Design demux_stream_ctrl, sky130hd; sources not shown.
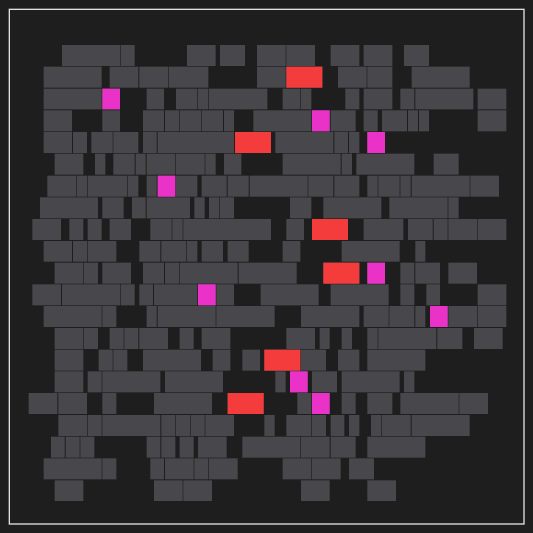
*Logic cells by family, run 1*
Drawn at 8 px/um.
legend:
  adder and majority cells:
    color: red
    cells: 6
    most_used: ha_1
  AND and OR gates:
    color: magenta
    cells: 9
    most_used: and3_1
Finished Layout Cells: 288
most frequent logic cell in the layout: clkdlybuf4s50_1
logic share of the area: 35.3%

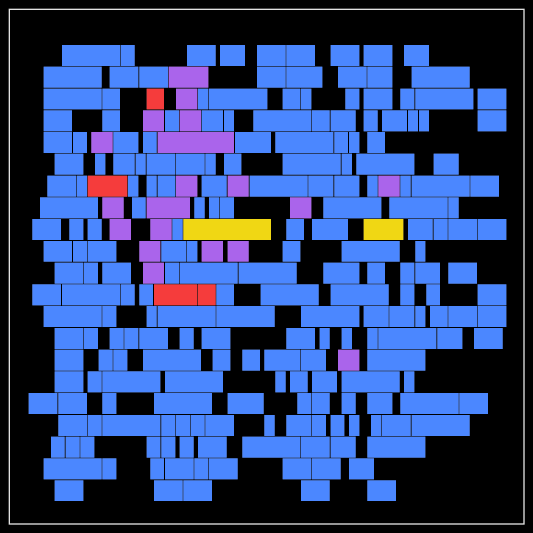
*Drive-strength map, run 1*
Drawn at 8 px/um.
legend:
  drive 6 and up:
    color: yellow
    cells: 2
    share: 0.83%
  drive 1 or less:
    color: blue
    cells: 217
    share: 90%
  drive 2:
    color: red
    cells: 4
    share: 1.7%
  drive 3 to 4:
    color: purple
    cells: 19
    share: 7.9%
Area Growth Syn to Fin: 45.1%
Setup WS post-layout: 157 ps
Final Instance Area: 2360 um^2

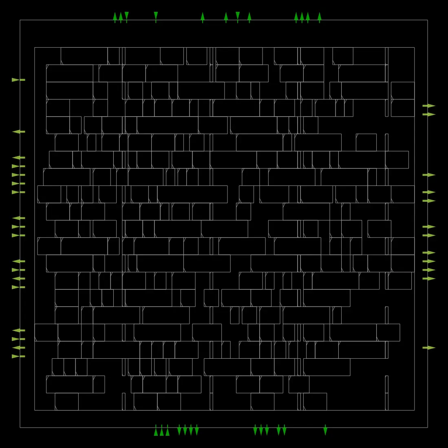
*Cell outlines without signal wires, run 1*
final-layout fill cell count: 284
Seq area share: 32.2%
Core Region: 3420 um^2
row cnt: 21

==> impl_metrics.toml, run 1 <==
# implementation run metrics
[die]
die_y_um = 64.2
die_x_um = 64.2
fp_util_pct = 47.7
pin_count = 55

[pwr]
power_switching_uw = 275
comb_power_share_pct = 12.0
p_seq_share_pct = 52.4
clockPowerShare_pct = 35.6
vdd_drop_max_mv = 0.349
p_per_area_nw_per_um2 = 517
power_leakage_uw = 0.000904

[drt]
routed-wl-met3_um = 310
wl_met1_mm = 1.50
via_count = 1545
routedWlPerCell_um = 13.3
drt_iter0_markers = 54
highest_layer = "met4"
dr_wl_met2_mm = 1.93

[worst_setup_path]
cpMaxStageDelayCell = "clkdlybuf4s50_1"
path_common_cell = "nor2_1"
cp_top_family = "buffers and inverters"
max_stage_delay_ps = 510
cp.required_ps = 1960
end_kind = "output port"
crit_cells = 6
critical_path_class = "input pin to output port"
worstRegToRegCells = 7
cp_max_fo = 2

[synth]
syn_avg_cell_area_um2 = 9.20
yosys_area_um2 = 1630
synthArstFlopShare_pct = 0
yosys_warnings = 0
syn_area_um2 = 1630
area_leaders = "dfxtp_1 47%, nand3_1 7.1%, xor2_1 6.5%"
ys_ff = 38

[place]
pre_cts_ws_ps = -101
numPortBuffers = 54

[min_path]
hold_depth = 2

[grt]
grtUsageMet1_pct = 20.4
overflow = 0
grt_max_degree = 27
antenna_found_initial = 0

[run]
warning_count = 26
maxCapViolCount = 0

[sta]
fin_crit_sh_pct = 93.6
skew_ps = 7.15
slew_headroom_pct = 74.3
slew_viol_final = 0
worst_pin_slew_ps = 386

[run_status]
outcome = "complete, no violations"

[clocking]
cts_htree_levels = 2
clkSinkCount = 38
post_cts_buffers = 1
postCtsResizedCells = 2
cts_root_buffer = "clkbuf_4"
clk_pin_slew_ps = 110

[final_layout]
antenna_cells = 0
fin_nets = 265
drive_above_1_share_pct = 10.3
lay_top_cells = "53 x clkdlybuf4s50_1, 38 x dfxtp_1, 24 x nor2_1, 23 x nand3_1, 14 x a21oi_1"
## run 1: cells in the mapped netlist, drive strengths merged, types with 2 or more instances
library cell	instances
dfxtp	38
nor2	24
nand3	23
a21oi	14
xor2	12
o21ai	10
nor2b	7
and3	6
ha	6
nand2	6
xnor2	6
clkbuf	5
a2111oi	2
a311o	2
a311oi	2
buf	2
inv	2
## run 1: power groups by stage
stage | clock network, uW | registers, uW | logic, uW
5_1_grt | 472 | 642 | 158
3_3_place_gp | 0 | 653 | 140
2_1_floorplan | 0 | 652 | 63.4
3_5_place_dp | 0 | 654 | 142
4_1_cts | 441 | 640 | 146
6_report | 435 | 640 | 146
## run 1: cell families (layout without fill, tap and decap cells)
| group | Yosys count | count (layout) | share of synthesized area (%) |
|---|---|---|---|
| adders and majority gates | 6 | 6 | 4.61 |
| buffers and inverters | 9 | 74 | 2.30 |
| xor gates and xnor gates | 18 | 18 | 9.68 |
| muxes | 2 | 2 | 1.54 |
| and+or+nand+nor | 71 | 71 | 21.5 |
| DFF | 38 | 38 | 46.7 |
| AOI/OAI and AO/OA | 33 | 33 | 13.7 |
## run 1: through the flow
step | setup TNS [ps] | cells | hold WS [ps] | cell area [um^2] | power, uW
floorplan | 0 | 177 | 470 | 1630 | 716
global placement | -187 | 280 | 461 | 2270 | 793
detailed placement | -468 | 280 | 465 | 2270 | 796
CTS | 0 | 288 | 480 | 2360 | 1230
global route | 0 | 288 | 519 | 2360 | 1270
finish | 0 | 288 | 482 | 2360 | 1220
## run 1: layout make-up
type	instances	area (um^2)	share of cell area [%]
Tap cell	46	57.6	2.44
Timing Repair Buffer	65	622	26.3
Multi-Input combinational cell	130	835	35.3
Clock inverter	1	30.0	1.27
Clock buffer	6	51.3	2.17
Inverter	2	7.51	0.318
Sequential cell	38	761	32.2
==> run 1 -> run 2 <==
--- a/config.mk
+++ b/config.mk
@@ -6,14 +6,15 @@
 export NUM_CORES = 1
 export LEC_CHECK = 0
 export CAP_MARGIN = 5
+export CORE_ASPECT_RATIO = 0.9
 export CORE_MARGIN = 2
 export CORE_UTILIZATION = 45
-export CTS_CLUSTER_DIAMETER = 120
+export CTS_CLUSTER_DIAMETER = 150
 export CTS_CLUSTER_SIZE = 30
 export DETAILED_ROUTE_END_ITERATION = 16
 export GPL_ROUTABILITY_DRIVEN = 0
 export PLACE_DENSITY_LB_ADDON = 0.1
-export SLEW_MARGIN = 15
+export SLEW_MARGIN = 40
 export SYNTH_ARGS = -nofsm -noshare
 export SYNTH_HDL_FRONTEND = slang
 export SYNTH_SLANG_ARGS = --single-unit
==> run 2 against run 1 <==
Critical path depth stayed put. Worst setup slack worse by 26 ps. Fmax is 1.1% lower. Total power is 16% higher. Register-to-register slack hardly changed. Sequential share of layout area is 0.77 points lower.
==> impl_metrics.toml, run 2 <==
# implementation run metrics
[worst_setup_path]
max_stage_delay_ps = 510
cp_top_family = "buffers and inverters"
cpMaxStageDelayCell = "clkdlybuf4s50_1"
cp.required_ps = 1960
worstRegToRegCells = 7
path_common_cell = "nor2_1"
critical_path_class = "input pin to output port"

[synth]
syn_area_um2 = 1630
area_leaders = "dfxtp_1 47%, nand3_1 7.1%, xor2_1 6.5%"
yosys_warnings = 0
yosysMostFrequentCell = "dfxtp_1"
synthArstFlopShare_pct = 0
yosys_area_um2 = 1630

[run_status]
outcome = "complete, no violations"

[run]
warning_count = 26
maxCapViolCount = 0

[grt]
overflow = 0

[place]
numPortBuffers = 54

[final_layout]
fin_nets = 266
area_delta_synth_final_pct = 48.6
lay_top_count = "clkdlybuf4s50_1"
drive_above_1_share_pct = 10.7

[pwr]
p_seq_share_pct = 45.1
vdd_drop_max_mv = 0.461
clockPowerShare_pct = 44.6
comb_power_share_pct = 10.3
power_leakage_uw = 0.000935

[drt]
routedWlPerCell_um = 13.3

[min_path]
hold_depth = 2

[clocking]
clk_pin_slew_ps = 70

[die]
rows = 20
die_x_um = 67.4
pin_count = 55

[sta]
worst_pin_slew_ps = 374
fin_crit_sh_pct = 94.6
timing.hold.ws_ps = 484
skew_ps = 8.59
==> run 2: cell type report <==
| class | instances | area, um^2 |
|---|---|---|
| fillers | 225 | 1010 |
| inverters | 2 | 7.51 |
| clock buffers | 5 | 68.8 |
| well taps | 44 | 55.1 |
| repair buffers | 66 | 629 |
| flip-flops and latches | 38 | 761 |
| multi-input cells | 130 | 831 |
| clock inverters | 3 | 68.8 |
==> run 2: kinds of logic (layout without fill, tap and decap cells) <==
kind of cell	Yosys count	after routing	synth area share (%)
and+or+nand+nor	71	71	21.5
DFF	38	38	46.7
AOI/OAI and AO/OA	33	33	13.7
xor gates and xnor gates	18	18	9.68
buffers and inverters	9	76	2.30
adders and majority gates	6	6	4.61
muxes	2	2	1.54
==> run 2: per-layer routing <==
| metal | up-vias | track usage (%) | wire length, um |
|---|---|---|---|
| li1 | 742 | - | - |
| met1 | 682 | 22.7 | 1710 |
| met2 | 58 | 33.2 | 1810 |
| met3 | 6 | 6.76 | 256 |
| met4 | 0 | 9.91 | 51 |
| met5 | - | 0 | 0 |
==> run 2: metrics by stage <==
stage / power (uW) / setup WS (ps) / cell area, um^2
4_1_cts: 1440 / 148 / 2420
2_1_floorplan: 716 / 523 / 1630
3_3_place_gp: 795 / -112 / 2280
6_report: 1420 / 132 / 2420
5_1_grt: 1480 / 47.3 / 2420
3_5_place_dp: 799 / -125 / 2280
==> run 2: power by group through the flow <==
stage                     Combinational, uW  Sequential, uW  Clock (uW)
final                                   147             640         633
after CTS                               147             640         652
after global routing                    159             642         682
after global placement                  142             653           0
after floorplan                        63.4             652           0
after detailed placement                145             654           0
==> run 2: repair_timing <==
| action | 4_1_cts | 5_1_grt |
|---|---|---|
| setup endpoints to repair | 1 | 0 |
| gates resized | 1 | 0 |
| setup buffers | 1 | 0 |
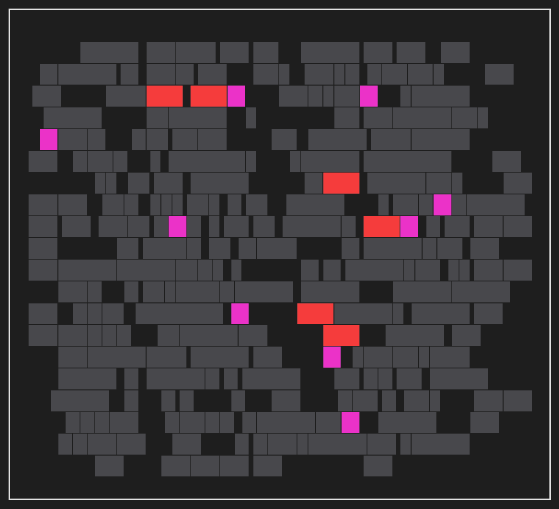
*Logic cells by family, run 2*
Drawn at 8 px/um.
legend:
  AND and OR gates:
    color: magenta
    cells: 9
    most_used: and3_1
  adder and majority cells:
    color: red
    cells: 6
    most_used: ha_1
logic share of the area: 34.3%

Power is estimated from default activity; no workload was simulated.
